[config.mk]
export PLATFORM = sky130hd
export DESIGN_NAME = as2650_wb_mailbox
export DESIGN_NICKNAME = d
export VERILOG_FILES = /design/src/rtl/as2650_wb_mailbox.sv
export SDC_FILE = /design/constraint.sdc
export NUM_CORES = 1
export LEC_CHECK = 0
export CAP_MARGIN = 20
export CORE_ASPECT_RATIO = 1.4
export CORE_MARGIN = 2
export CORE_UTILIZATION = 52
export CTS_CLUSTER_SIZE = 12
export DETAILED_ROUTE_END_ITERATION = 12
export GPL_TIMING_DRIVEN = 0
export MAX_ROUTING_LAYER = met4
export PLACE_DENSITY = 0.78
export RECOVER_POWER = 25
export SLEW_MARGIN = 20
export SYNTH_ARGS = -nofsm -noshare
export SYNTH_HDL_FRONTEND = slang
export SYNTH_SLANG_ARGS = --single-unit
[constraint.sdc]
create_clock -name wb_clk_i -period 6.8 [get_ports wb_clk_i]
set_input_delay 1.02 -clock wb_clk_i [delete_from_list [all_inputs] [get_ports wb_clk_i]]
set_output_delay 1.02 -clock wb_clk_i [all_outputs]
set_load 0.01 [all_outputs]
[src/rtl/as2650_wb_mailbox.sv]
// Wishbone classic mailbox between the Caravel management SoC and the AS2650 core.
// Optional macro AS2650_MBOX_H2C_IRQ_EN adds a CTRL bit that raises irq_o when the H2C FIFO runs empty.
module as2650_wb_mailbox #(
    parameter logic [31:0] BASE_ADDR = 32'h3000_0000,
    parameter int          DEPTH     = 8
) (
    input  logic        wb_clk_i,
    input  logic        wb_rst_n,
    input  logic        wbs_cyc_i,
    input  logic        wbs_stb_i,
    input  logic        wbs_we_i,
    input  logic [3:0]  wbs_sel_i,
    input  logic [31:0] wbs_adr_i,
    input  logic [31:0] wbs_dat_i,
    output logic        wbs_ack_o,
    output logic [31:0] wbs_dat_o,
    output logic        cpu_rst_n_o,
    output logic [7:0]  h2c_data_o,
    output logic        h2c_valid_o,
    input  logic        h2c_ready_i,
    input  logic [7:0]  c2h_data_i,
    input  logic        c2h_valid_i,
    output logic        c2h_ready_o,
    output logic        irq_o
);
    localparam int AW = $clog2(DEPTH);
    localparam int CW = AW + 1;
    localparam logic [CW-1:0] FULL_COUNT = CW'(DEPTH);

    typedef enum logic [1:0] {
        REG_CTRL   = 2'd0,
        REG_STATUS = 2'd1,
        REG_H2C    = 2'd2,
        REG_C2H    = 2'd3
    } reg_e;

    logic cpu_hold, irq_en, ovf;
`ifdef AS2650_MBOX_H2C_IRQ_EN
    logic h2c_irq_en;
`endif

    logic [7:0]    h2c_mem [DEPTH];
    logic [AW-1:0] h2c_wr_ptr, h2c_rd_ptr;
    logic [CW-1:0] h2c_count;
    logic [7:0]    c2h_mem [DEPTH];
    logic [AW-1:0] c2h_wr_ptr, c2h_rd_ptr;
    logic [CW-1:0] c2h_count;

    logic  hit, req, wr_req, rd_req, ctrl_wr;
    reg_e  reg_sel;
    logic  h2c_full, h2c_empty, h2c_wr, h2c_push, h2c_pop, h2c_ovf;
    logic  c2h_full, c2h_empty, c2h_push, c2h_pop;
    logic  irq_next;
    logic [31:0] ctrl_value, status_value, rd_data;
    logic  unused_ok;

    assign hit     = wbs_adr_i[31:4] == BASE_ADDR[31:4];
    assign req     = wbs_cyc_i & wbs_stb_i & hit & ~wbs_ack_o;
    assign reg_sel = reg_e'(wbs_adr_i[3:2]);
    assign wr_req  = req & wbs_we_i;
    assign rd_req  = req & ~wbs_we_i;
    assign ctrl_wr = wr_req & (reg_sel == REG_CTRL) & wbs_sel_i[0];

    assign h2c_full  = h2c_count == FULL_COUNT;
    assign h2c_empty = h2c_count == '0;
    assign c2h_full  = c2h_count == FULL_COUNT;
    assign c2h_empty = c2h_count == '0;

    // A host write into a full H2C FIFO is dropped and latched as an overflow.
    assign h2c_wr   = wr_req & (reg_sel == REG_H2C) & wbs_sel_i[0];
    assign h2c_push = h2c_wr & ~h2c_full;
    assign h2c_ovf  = h2c_wr & h2c_full;
    assign h2c_pop  = h2c_valid_o & h2c_ready_i;
    assign c2h_push = c2h_valid_i & c2h_ready_o;
    assign c2h_pop  = rd_req & (reg_sel == REG_C2H) & ~c2h_empty;

    assign h2c_valid_o = ~h2c_empty;
    assign h2c_data_o  = h2c_mem[h2c_rd_ptr];
    assign c2h_ready_o = ~c2h_full;

    assign unused_ok = ^{wbs_sel_i[3:1], wbs_dat_i[31:8], wbs_adr_i[1:0]};

    always_comb begin
        ctrl_value    = '0;
        ctrl_value[0] = cpu_hold;
        ctrl_value[1] = irq_en;
`ifdef AS2650_MBOX_H2C_IRQ_EN
        ctrl_value[3] = h2c_irq_en;
`endif
    end

    assign status_value = {8'h00, 8'(c2h_count), 8'(h2c_count), 3'b000,
                           ovf, c2h_empty, c2h_full, h2c_empty, h2c_full};

    always_comb begin
        rd_data = '0;
        case (reg_sel)
            REG_CTRL:   rd_data = ctrl_value;
            REG_STATUS: rd_data = status_value;
            REG_H2C:    rd_data = '0;
            REG_C2H:    rd_data = c2h_empty ? 32'h0 : {23'b0, 1'b1, c2h_mem[c2h_rd_ptr]};
            default:    rd_data = '0;
        endcase
    end

`ifdef AS2650_MBOX_H2C_IRQ_EN
    assign irq_next = (irq_en & ~c2h_empty) | (h2c_irq_en & h2c_empty);
`else
    assign irq_next = irq_en & ~c2h_empty;
`endif

    always_ff @(posedge wb_clk_i or negedge wb_rst_n) begin
        if (!wb_rst_n) begin
            wbs_ack_o   <= 1'b0;
            wbs_dat_o   <= '0;
            cpu_hold    <= 1'b1;
            irq_en      <= 1'b0;
            ovf         <= 1'b0;
            cpu_rst_n_o <= 1'b0;
            irq_o       <= 1'b0;
`ifdef AS2650_MBOX_H2C_IRQ_EN
            h2c_irq_en  <= 1'b0;
`endif
        end else begin
            wbs_ack_o <= req;
            if (req) wbs_dat_o <= wbs_we_i ? 32'h0 : rd_data;
            if (ctrl_wr) begin
                cpu_hold   <= wbs_dat_i[0];
                irq_en     <= wbs_dat_i[1];
`ifdef AS2650_MBOX_H2C_IRQ_EN
                h2c_irq_en <= wbs_dat_i[3];
`endif
            end
            if (h2c_ovf) ovf <= 1'b1;
            else if (ctrl_wr & wbs_dat_i[2]) ovf <= 1'b0;
            cpu_rst_n_o <= ~cpu_hold;
            irq_o       <= irq_next;
        end
    end

    always_ff @(posedge wb_clk_i) begin
        if (h2c_push) h2c_mem[h2c_wr_ptr] <= wbs_dat_i[7:0];
        if (c2h_push) c2h_mem[c2h_wr_ptr] <= c2h_data_i;
    end

    // Pointers wrap naturally at DEPTH; simultaneous push and pop leave the count unchanged.
    always_ff @(posedge wb_clk_i or negedge wb_rst_n) begin
        if (!wb_rst_n) begin
            h2c_wr_ptr <= '0;
            h2c_rd_ptr <= '0;
            h2c_count  <= '0;
            c2h_wr_ptr <= '0;
            c2h_rd_ptr <= '0;
            c2h_count  <= '0;
        end else begin
            if (h2c_push) h2c_wr_ptr <= h2c_wr_ptr + AW'(1);
            if (h2c_pop)  h2c_rd_ptr <= h2c_rd_ptr + AW'(1);
            case ({h2c_push, h2c_pop})
                2'b10:   h2c_count <= h2c_count + CW'(1);
                2'b01:   h2c_count <= h2c_count - CW'(1);
                default: h2c_count <= h2c_count;
            endcase
            if (c2h_push) c2h_wr_ptr <= c2h_wr_ptr + AW'(1);
            if (c2h_pop)  c2h_rd_ptr <= c2h_rd_ptr + AW'(1);
            case ({c2h_push, c2h_pop})
                2'b10:   c2h_count <= c2h_count + CW'(1);
                2'b01:   c2h_count <= c2h_count - CW'(1);
                default: c2h_count <= c2h_count;
            endcase
        end
    end

endmodule

Floorplan with the power grid:
Bar = 20 µm. Pins as bars on the die edge. Tap cells in grey.
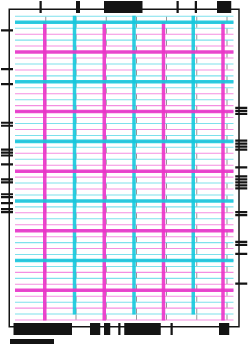
| colour | net |
|---|---|
| magenta | VSS |
| cyan | VDD |
rows: 51
signal pins: 128
met5 straps: 10
met4 straps: 7
met1 rails: 52
Die Height: 144 µm
core area: 13,800 µm²
die width: 104 µm

Cell classes on the final placement:
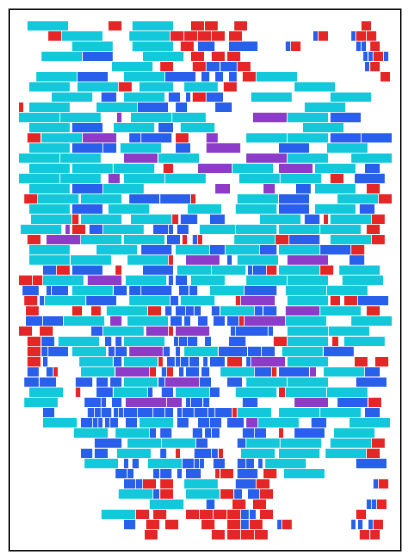
| colour | class | cells |
|---|---|---|
| blue | remaining logic cells | 236 |
| cyan | registers | 170 |
| red | remaining buffers and delay cells | 128 |
| purple | clock drivers and dummy loads | 32 |
Final Util: 66.3%
Seq/total area: 53.3%
Cell Rows: 51
final instance area: 9180 µm²

Routed clock nets over the placement:
Bar = 20 µm.
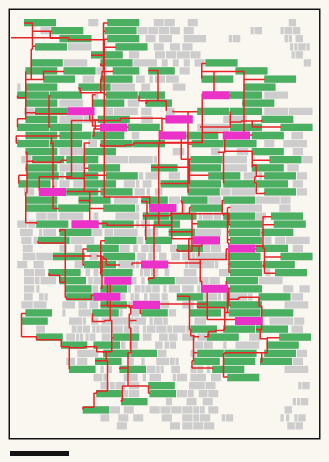
[green] flip-flops | count: 170
[magenta] clock-net drivers | count: 17
[red] clock wires | length: 1,780 µm
flops lie: widely spread
Worst Skew: 0.0135 ns
P_clk: 1.03 mW
Latency at later pin: 0.43 ns

Metal layers overlaid:
Bar = 20 µm. Only two layers are drawn.
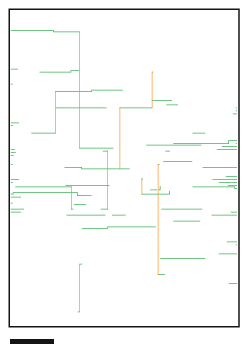
| colour | layer | wire length |
|---|---|---|
| green | M3 | 638 µm |
| orange | M4 | 232 µm |
via count: 4,175
Routed WL: 15,000 µm
DR WL/cell: 20.0 µm
overall routing resource usage: 21.5%

==> changes_impl.md <==
## Flow update

- Sequential element share of the synthesized area: 66.9%
- Crit. End Element: register
- FP Util: 52.8%
- Dpl cells: about 700
- GP Congestion: 0.837
- Failing checks: capacitance limit, slew limit
- Placement Setup Slack: 2.44 ns
- Register share of total power: roughly 43%
- CTS Buf Count: 17
- Status: finished with violations
- Antenna diode count: 0
- GR Layer Usage met2: 40.7%
- Pwr dens: around 320 nW/µm²
- FMAX: 253 MHz
- Biggest area cells: edfxtp_1 53%, dfrtp_1 14%, mux4_2 9.9%
- AND/OR/NAND/NOR Cells, Area Fraction: under 10%
- Sequential power: 1.28 mW
- CTS Hold Buffers Added: 0
- Met3 Usage GRT: 4.33%
- Setup TNS: 0 ns
- Fin. max-slew vios: 34
- Final hold viol count: 0
- Top area contributor share: 52.6%
- Post-layout minimum cycle time: 3.95 ns
- Critical-path cell with the highest stage delay: clkdlybuf4s50_1
- Most common logic cells in the final layout: 128 x edfxtp_1, 73 x clkdlybuf4s50_1, 41 x dfrtp_1
- Routed wl met2: 8620 µm
- Synth top cell by count: edfxtp_1
- Htree depth: 4
- Ys Warns: 0
- Non-filler instance count after layout: approximately 750
- Nets: between 600 and 700
- Sw frac: 26.2%
- Dominant comb cell: multiplexers
- CP Cell Sequence: clkdlybuf4s50_1 > nor4_1 > nand4_1 > or2_2 > buf_2 > buf_2 > nor2_1 > ha_1 > ha_1 > a21o_1 > a21oi_1 > mux2i_1 > xnor2_1
- Top-Level Pins: 128
- CTS tree: done
- Vias in the first global route: 4,494
- Number of synthesized flops with an enable pin: 128
- Clk slew on worst S/H paths: 0.07 ns
- Max Cap Viol: 1
- Met1 Usage GRT: 22.4%
- Cycle use final: 58.2%
- Top cell excl fill/tap: edfxtp_1
- Clock buffer depth: 2
- CP bufs+invs: 3
- DRC errors left: 0
## final timing paths
check,start,to,slack (ns),cells past startpoint
worst max register to register,wbs_ack_o,c2h_count[3],3.60,12
max in group asynchronous,wb_rst_n,wbs_dat_o[4],4.11,2
worst max-delay path,wbs_adr_i[23],c2h_count[3],2.85,13
min in group asynchronous,wb_rst_n,c2h_rd_ptr[1],0.57,1
worst min-delay path,cpu_hold,cpu_rst_n_o,0.47,1
worst min register to register,cpu_hold,cpu_rst_n_o,0.47,1
## final cells by class
cell class	instances	area [µm²]
plain buffers	39	224
fillers	965	4670
flip-flops and latches	170	4900
clock buffers	17	425
clock inverters	15	215
well taps	185	231
inverters	15	56.3
multi-input cells	221	2280
repair buffers	89	856
Power is estimated from default activity; no workload was simulated.
